**Cells by drive strength**

Bar = 20 µm.
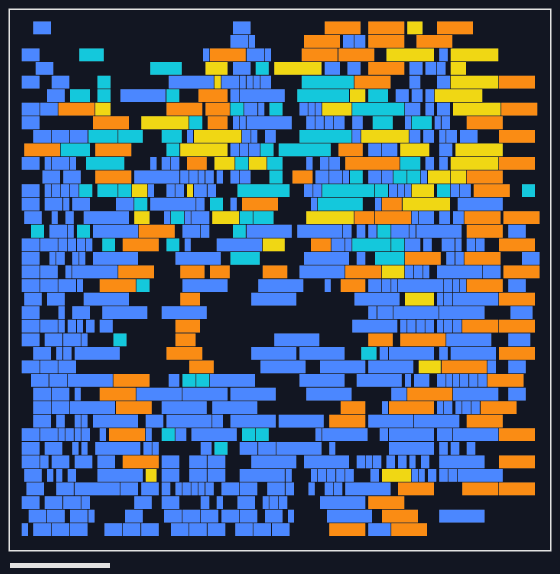
**Clock wiring as the flow saved it**

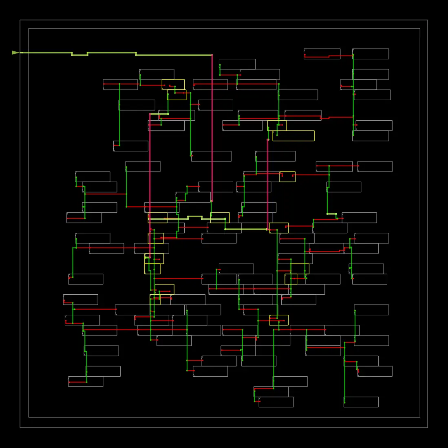
**config.mk**
```make
export PLATFORM = sky130hd
export DESIGN_NAME = bist_sequencer_flat
export DESIGN_NICKNAME = d
export VERILOG_FILES = /design/src/rtl/bist_sequencer_if.sv /design/src/rtl/bist_sequencer.sv /design/src/flat_wrapper.sv
export SDC_FILE = /design/constraint.sdc
export NUM_CORES = 1
export LEC_CHECK = 0
export ABC_CLOCK_PERIOD_IN_PS = 2100
export CORE_MARGIN = 2
export CORE_UTILIZATION = 41
export CTS_CLUSTER_DIAMETER = 80
export DETAILED_ROUTE_END_ITERATION = 10
export GPL_TIMING_DRIVEN = 1
export HOLD_SLACK_MARGIN = 0.06
export PLACE_DENSITY = 0.86
export SKIP_CTS_REPAIR_TIMING = 1
export SLEW_MARGIN = 20
export SYNTH_ARGS = -nofsm -noshare
export SYNTH_HDL_FRONTEND = slang
export SYNTH_SLANG_ARGS = --single-unit
```
**constraint.sdc**
```tcl
create_clock -name clk -period 2.1 [get_ports clk]
set_clock_uncertainty 0.2 [all_clocks]
set_input_delay 0.42 -clock clk [delete_from_list [all_inputs] [get_ports clk]]
set_output_delay 0.42 -clock clk [all_outputs]
set_load 0.1 [all_outputs]
```
**src/rtl/bist_sequencer_if.sv**
```systemverilog
// SRAM-side port of the BIST sequencer: registered command strobes out, read data back.
interface bist_sequencer_if #(
    parameter int ADDR_WIDTH = 5,
    parameter int DATA_WIDTH = 8,
    parameter int MASK_WIDTH = 2
);
    logic                  we;
    logic                  re;
    logic [ADDR_WIDTH-1:0] addr;
    logic [DATA_WIDTH-1:0] din;
    logic [MASK_WIDTH-1:0] wmask;
    logic [DATA_WIDTH-1:0] dout;

    modport master (output we, re, addr, din, wmask, input dout);
    modport slave  (input we, re, addr, din, wmask, output dout);
endinterface

```
**src/rtl/bist_sequencer.sv**
```systemverilog
// BIST controller: runs enabled pattern generators in index order onto one registered
// SRAM port, compares read data at the end of a READ_LATENCY+1 deep pipeline.
module bist_sequencer #(
    parameter int NUM_PATTERNS = 3,
    parameter int ADDR_WIDTH   = 5,
    parameter int DATA_WIDTH   = 8,
    parameter int MASK_WIDTH   = 2,
    parameter int READ_LATENCY = 1
) (
    input  logic                               clk,
    input  logic                               rstb,
    input  logic                               start,
    input  logic [NUM_PATTERNS-1:0]            pattern_en,
    input  logic                               stop_on_fail,
    output logic [NUM_PATTERNS-1:0]            pg_rst,
    output logic [NUM_PATTERNS-1:0]            pg_en,
    input  logic [NUM_PATTERNS*ADDR_WIDTH-1:0] pg_addr,
    input  logic [NUM_PATTERNS*DATA_WIDTH-1:0] pg_data,
    input  logic [NUM_PATTERNS*DATA_WIDTH-1:0] pg_check,
    input  logic [NUM_PATTERNS*MASK_WIDTH-1:0] pg_mask,
    input  logic [NUM_PATTERNS-1:0]            pg_we,
    input  logic [NUM_PATTERNS-1:0]            pg_re,
    input  logic [NUM_PATTERNS-1:0]            pg_done,
    bist_sequencer_if.master                   sram,
    output logic                               busy,
    output logic                               done,
    output logic                               fail,
    output logic [2:0]                         fail_pattern,
    output logic [ADDR_WIDTH-1:0]              fail_addr,
    output logic [DATA_WIDTH-1:0]              fail_expected,
    output logic [DATA_WIDTH-1:0]              fail_actual,
    output logic [15:0]                        error_count
);
    localparam int LAST = READ_LATENCY;

    typedef enum logic [2:0] {IDLE, LOAD, RUN, DRAIN, NEXT, FINISH} state_t;

    state_t                    state, state_nx;
    logic [2:0]                sel, sel_nx;
    logic [NUM_PATTERNS-1:0]   en_q;
    logic                      sof_q;
    logic                      load_cnt;
    logic                      issue;
    logic                      mismatch;

    logic                      cur_we, cur_re, cur_done;
    logic [ADDR_WIDTH-1:0]     cur_addr;
    logic [DATA_WIDTH-1:0]     cur_data, cur_chk;
    logic [MASK_WIDTH-1:0]     cur_mask;

    logic                      has_first, has_next;
    logic [2:0]                first_idx, next_idx;

    logic [LAST:0]                 vld_pipe;
    logic [LAST:0][DATA_WIDTH-1:0] chk_pipe;
    logic [LAST:0][ADDR_WIDTH-1:0] addr_pipe;
    logic [LAST:0][2:0]            pat_pipe;

    always_comb begin
        cur_we   = 1'b0;
        cur_re   = 1'b0;
        cur_done = 1'b0;
        cur_addr = '0;
        cur_data = '0;
        cur_chk  = '0;
        cur_mask = '0;
        for (int i = 0; i < NUM_PATTERNS; i++) begin
            if (sel == 3'(i)) begin
                cur_we   = pg_we[i];
                cur_re   = pg_re[i];
                cur_done = pg_done[i];
                cur_addr = pg_addr[i*ADDR_WIDTH +: ADDR_WIDTH];
                cur_data = pg_data[i*DATA_WIDTH +: DATA_WIDTH];
                cur_chk  = pg_check[i*DATA_WIDTH +: DATA_WIDTH];
                cur_mask = pg_mask[i*MASK_WIDTH +: MASK_WIDTH];
            end
        end
    end

    // Scanning downward leaves the lowest qualifying index in the result.
    always_comb begin
        has_first = 1'b0;
        first_idx = '0;
        has_next  = 1'b0;
        next_idx  = '0;
        for (int i = NUM_PATTERNS - 1; i >= 0; i--) begin
            if (pattern_en[i]) begin
                has_first = 1'b1;
                first_idx = 3'(i);
            end
            if (en_q[i] && (3'(i) > sel)) begin
                has_next = 1'b1;
                next_idx = 3'(i);
            end
        end
    end

    assign mismatch = vld_pipe[LAST] && (sram.dout != chk_pipe[LAST]);

    always_ff @(posedge clk or negedge rstb) begin
        if (!rstb) begin
            state    <= IDLE;
            sel      <= '0;
            en_q     <= '0;
            sof_q    <= 1'b0;
            load_cnt <= 1'b0;
        end else begin
            state    <= state_nx;
            sel      <= sel_nx;
            load_cnt <= (state == LOAD) ? ~load_cnt : 1'b0;
            if (state == IDLE && start) begin
                en_q  <= pattern_en;
                sof_q <= stop_on_fail;
            end
        end
    end

    always_comb begin
        state_nx = state;
        sel_nx   = sel;
        issue    = 1'b0;
        case (state)
            IDLE: if (start) begin
                if (has_first) begin
                    sel_nx   = first_idx;
                    state_nx = LOAD;
                end else begin
                    state_nx = FINISH;
                end
            end
            LOAD: if (load_cnt) state_nx = RUN;
            RUN: begin
                // A stop-on-fail abort also drops the op presented this cycle.
                if (cur_done || (sof_q && mismatch)) state_nx = DRAIN;
                else issue = 1'b1;
            end
            DRAIN: if (vld_pipe == '0) state_nx = NEXT;
            NEXT: begin
                if (sof_q && fail) begin
                    state_nx = FINISH;
                end else if (has_next) begin
                    sel_nx   = next_idx;
                    state_nx = LOAD;
                end else begin
                    state_nx = FINISH;
                end
            end
            FINISH:  state_nx = IDLE;
            default: state_nx = IDLE;
        endcase
    end

    always_comb begin
        for (int i = 0; i < NUM_PATTERNS; i++) begin
            pg_rst[i] = !rstb || (state == LOAD && sel == 3'(i));
            pg_en[i]  = (state == RUN) && (sel == 3'(i));
        end
    end

    assign busy = (state != IDLE);

    always_ff @(posedge clk or negedge rstb) begin
        if (!rstb) begin
            sram.we    <= 1'b0;
            sram.re    <= 1'b0;
            sram.addr  <= '0;
            sram.din   <= '0;
            sram.wmask <= '0;
        end else begin
            sram.we    <= issue & cur_we;
            sram.re    <= issue & cur_re & ~cur_we;
            sram.addr  <= issue ? cur_addr : '0;
            sram.din   <= issue ? cur_data : '0;
            sram.wmask <= issue ? cur_mask : '0;
        end
    end

    always_ff @(posedge clk or negedge rstb) begin
        if (!rstb) begin
            vld_pipe  <= '0;
            chk_pipe  <= '0;
            addr_pipe <= '0;
            pat_pipe  <= '0;
        end else begin
            vld_pipe[0]  <= issue & cur_re & ~cur_we;
            chk_pipe[0]  <= cur_chk;
            addr_pipe[0] <= cur_addr;
            pat_pipe[0]  <= sel;
            for (int i = 1; i <= LAST; i++) begin
                vld_pipe[i]  <= vld_pipe[i-1];
                chk_pipe[i]  <= chk_pipe[i-1];
                addr_pipe[i] <= addr_pipe[i-1];
                pat_pipe[i]  <= pat_pipe[i-1];
            end
        end
    end

    always_ff @(posedge clk or negedge rstb) begin
        if (!rstb) begin
            done          <= 1'b0;
            fail          <= 1'b0;
            fail_pattern  <= '0;
            fail_addr     <= '0;
            fail_expected <= '0;
            fail_actual   <= '0;
            error_count   <= '0;
        end else if (state == IDLE && start) begin
            done          <= 1'b0;
            fail          <= 1'b0;
            fail_pattern  <= '0;
            fail_addr     <= '0;
            fail_expected <= '0;
            fail_actual   <= '0;
            error_count   <= '0;
        end else begin
            if (mismatch) begin
                if (error_count != 16'hFFFF) error_count <= error_count + 16'd1;
                if (!fail) begin
                    fail_pattern  <= pat_pipe[LAST];
                    fail_addr     <= addr_pipe[LAST];
                    fail_expected <= chk_pipe[LAST];
                    fail_actual   <= sram.dout;
                end
                fail <= 1'b1;
            end
            if (state == FINISH) done <= 1'b1;
        end
    end
endmodule

```
**src/flat_wrapper.sv**
```systemverilog
// flat-port wrapper written by rule: the top's interface ports become plain ports
module bist_sequencer_flat 
#(
    parameter int NUM_PATTERNS = 3,
    parameter int ADDR_WIDTH   = 5,
    parameter int DATA_WIDTH   = 8,
    parameter int MASK_WIDTH   = 2,
    parameter int READ_LATENCY = 1
)
  (clk, rstb, start, pattern_en, stop_on_fail, pg_rst, pg_en, pg_addr, pg_data, pg_check, pg_mask, pg_we, pg_re, pg_done, busy, done, fail, fail_pattern, fail_addr, fail_expected, fail_actual, error_count, sram_we, sram_re, sram_addr, sram_din, sram_wmask, sram_dout);
  bist_sequencer_if #(.ADDR_WIDTH(ADDR_WIDTH), .DATA_WIDTH(DATA_WIDTH), .MASK_WIDTH(MASK_WIDTH)) sram_i ();
  input  logic clk;
  input  logic rstb;
  input  logic start;
  input  logic [NUM_PATTERNS-1:0] pattern_en;
  input  logic stop_on_fail;
  output logic [NUM_PATTERNS-1:0] pg_rst;
  output logic [NUM_PATTERNS-1:0] pg_en;
  input  logic [NUM_PATTERNS*ADDR_WIDTH-1:0] pg_addr;
  input  logic [NUM_PATTERNS*DATA_WIDTH-1:0] pg_data;
  input  logic [NUM_PATTERNS*DATA_WIDTH-1:0] pg_check;
  input  logic [NUM_PATTERNS*MASK_WIDTH-1:0] pg_mask;
  input  logic [NUM_PATTERNS-1:0] pg_we;
  input  logic [NUM_PATTERNS-1:0] pg_re;
  input  logic [NUM_PATTERNS-1:0] pg_done;
  output logic busy;
  output logic done;
  output logic fail;
  output logic [2:0] fail_pattern;
  output logic [ADDR_WIDTH-1:0] fail_addr;
  output logic [DATA_WIDTH-1:0] fail_expected;
  output logic [DATA_WIDTH-1:0] fail_actual;
  output logic [15:0] error_count;
  output wire logic [$bits(sram_i.we)-1:0] sram_we;
  output wire logic [$bits(sram_i.re)-1:0] sram_re;
  output wire logic [$bits(sram_i.addr)-1:0] sram_addr;
  output wire logic [$bits(sram_i.din)-1:0] sram_din;
  output wire logic [$bits(sram_i.wmask)-1:0] sram_wmask;
  input wire logic [$bits(sram_i.dout)-1:0] sram_dout;
  assign sram_we = sram_i.we;
  assign sram_re = sram_i.re;
  assign sram_addr = sram_i.addr;
  assign sram_din = sram_i.din;
  assign sram_wmask = sram_i.wmask;
  assign sram_i.dout = sram_dout;
  bist_sequencer #(.NUM_PATTERNS(NUM_PATTERNS), .ADDR_WIDTH(ADDR_WIDTH), .DATA_WIDTH(DATA_WIDTH), .MASK_WIDTH(MASK_WIDTH), .READ_LATENCY(READ_LATENCY)) u_core (.clk(clk), .rstb(rstb), .start(start), .pattern_en(pattern_en), .stop_on_fail(stop_on_fail), .pg_rst(pg_rst), .pg_en(pg_en), .pg_addr(pg_addr), .pg_data(pg_data), .pg_check(pg_check), .pg_mask(pg_mask), .pg_we(pg_we), .pg_re(pg_re), .pg_done(pg_done), .sram(sram_i), .busy(busy), .done(done), .fail(fail), .fail_pattern(fail_pattern), .fail_addr(fail_addr), .fail_expected(fail_expected), .fail_actual(fail_actual), .error_count(error_count));
endmodule
```
==> impl_metrics.py <==
# Flow results
metrics = {
    "final_layout": {
        "drive_above_1_share": 0.296,
        "n_fill_cell": 750,
        "combGateArea_um2": 2040,
    },
    "run_status": {
        "violations": "negative setup slack",
        "status": "finished with violations",
    },
    "place": {
        "port_buffers": 157,
        "detailed_place.area_um2": 6960,
    },
    "global_routing": {
        "grtUsageMet3": 0.0561,
        "antenna_found_initial": 0,
        "grt_most_used_layer": "met2",
        "grt_use_met1": 0.272,
        "grt_first_pass_wirelength_um": 20200,
    },
    "route": {
        "via_per_inst": 5.42,
        "first_iter_violations": 244,
    },
    "synthesis": {
        "synthXorXnorAreaFrac": 0.0157,
        "syn_avg_cell_area_um2": 9.89,
        "fp_nets": 545,
        "edf_count": 0,
        "synth_cell_types": 51,
        "top_area_cell": "dfrtp_1",
        "yosys_warnings": 0,
        "syn_inst": 451,
        "ys_sh_adder": 0.00281,
        "yosysTopAreaCellShare": 0.550,
        "topCellsByArea": "dfrtp_1 55%, mux2i_1 6.5%, o21ai_0 5.1%",
    },
    "critical_path": {
        "start_kind": "flop",
        "reg2reg_from": "u_core.state[2]$_DFFE_PN0P_",
        "path_depth": 3,
        "crit_type": "flop to output port",
    },
    "cts": {
        "path_clk_slew_ns": 0.11,
        "cts_max_path_buffers": 2,
    },
    "worst_hold_path": {
        "hold_class": "flop to flop",
    },
    "floorplanning": {
        "floorplan.core_util": 0.415,
    },
    "power_and_ir_drop": {
        "power_frac_clock": 0.152,
        "seq_power_share": 0.322,
    },
    "timing": {
        "fin_ws_ns": -0.144,
        "hold_viol_final": 0,
        "setup_viol": 7,
    },
}
-- 'cells by drive strength' (at the start) --
[blue] x1 and smaller | cells: 448 | share: 70%
[yellow] x2 | cells: 37 | share: 5.8%
[orange] x6 and larger | cells: 86 | share: 14%
[cyan] x3 and x4 | cells: 65 | share: 10%

-- 'clock wiring as the flow saved it' (at the start) --
Latency at later pin: 0.36 ns
CLK BUF: 9

## cell usage after synthesis (2+ instances only)
master / n
nand4_1: 4
o31ai_1: 6
buf_2: 17
or3_1: 4
mux2i_1: 29
clkbuf_1: 9
dfrtp_1: 98
or4_1: 6
inv_1: 4
and3_1: 5
nor3_1: 5
nor2_1: 35
buf_1: 2
buf_4: 2
nor4_1: 4
a211oi_1: 3
nor2b_1: 5
nand3_1: 34
nand2_1: 59
a21oi_1: 31
xnor2_1: 8
o21ai_0: 45
nand2b_1: 6
o21a_1: 2
nand4_2: 2
## layout make-up
class | count | share of cell area
repair buffers | 201 | 0.346
flip-flops and latches | 98 | 0.330
multi-input cells | 316 | 0.270
well taps | 140 | 0.0232
clock buffers | 9 | 0.0164
clock inverters | 7 | 0.0127
inverters | 5 | 0.00248
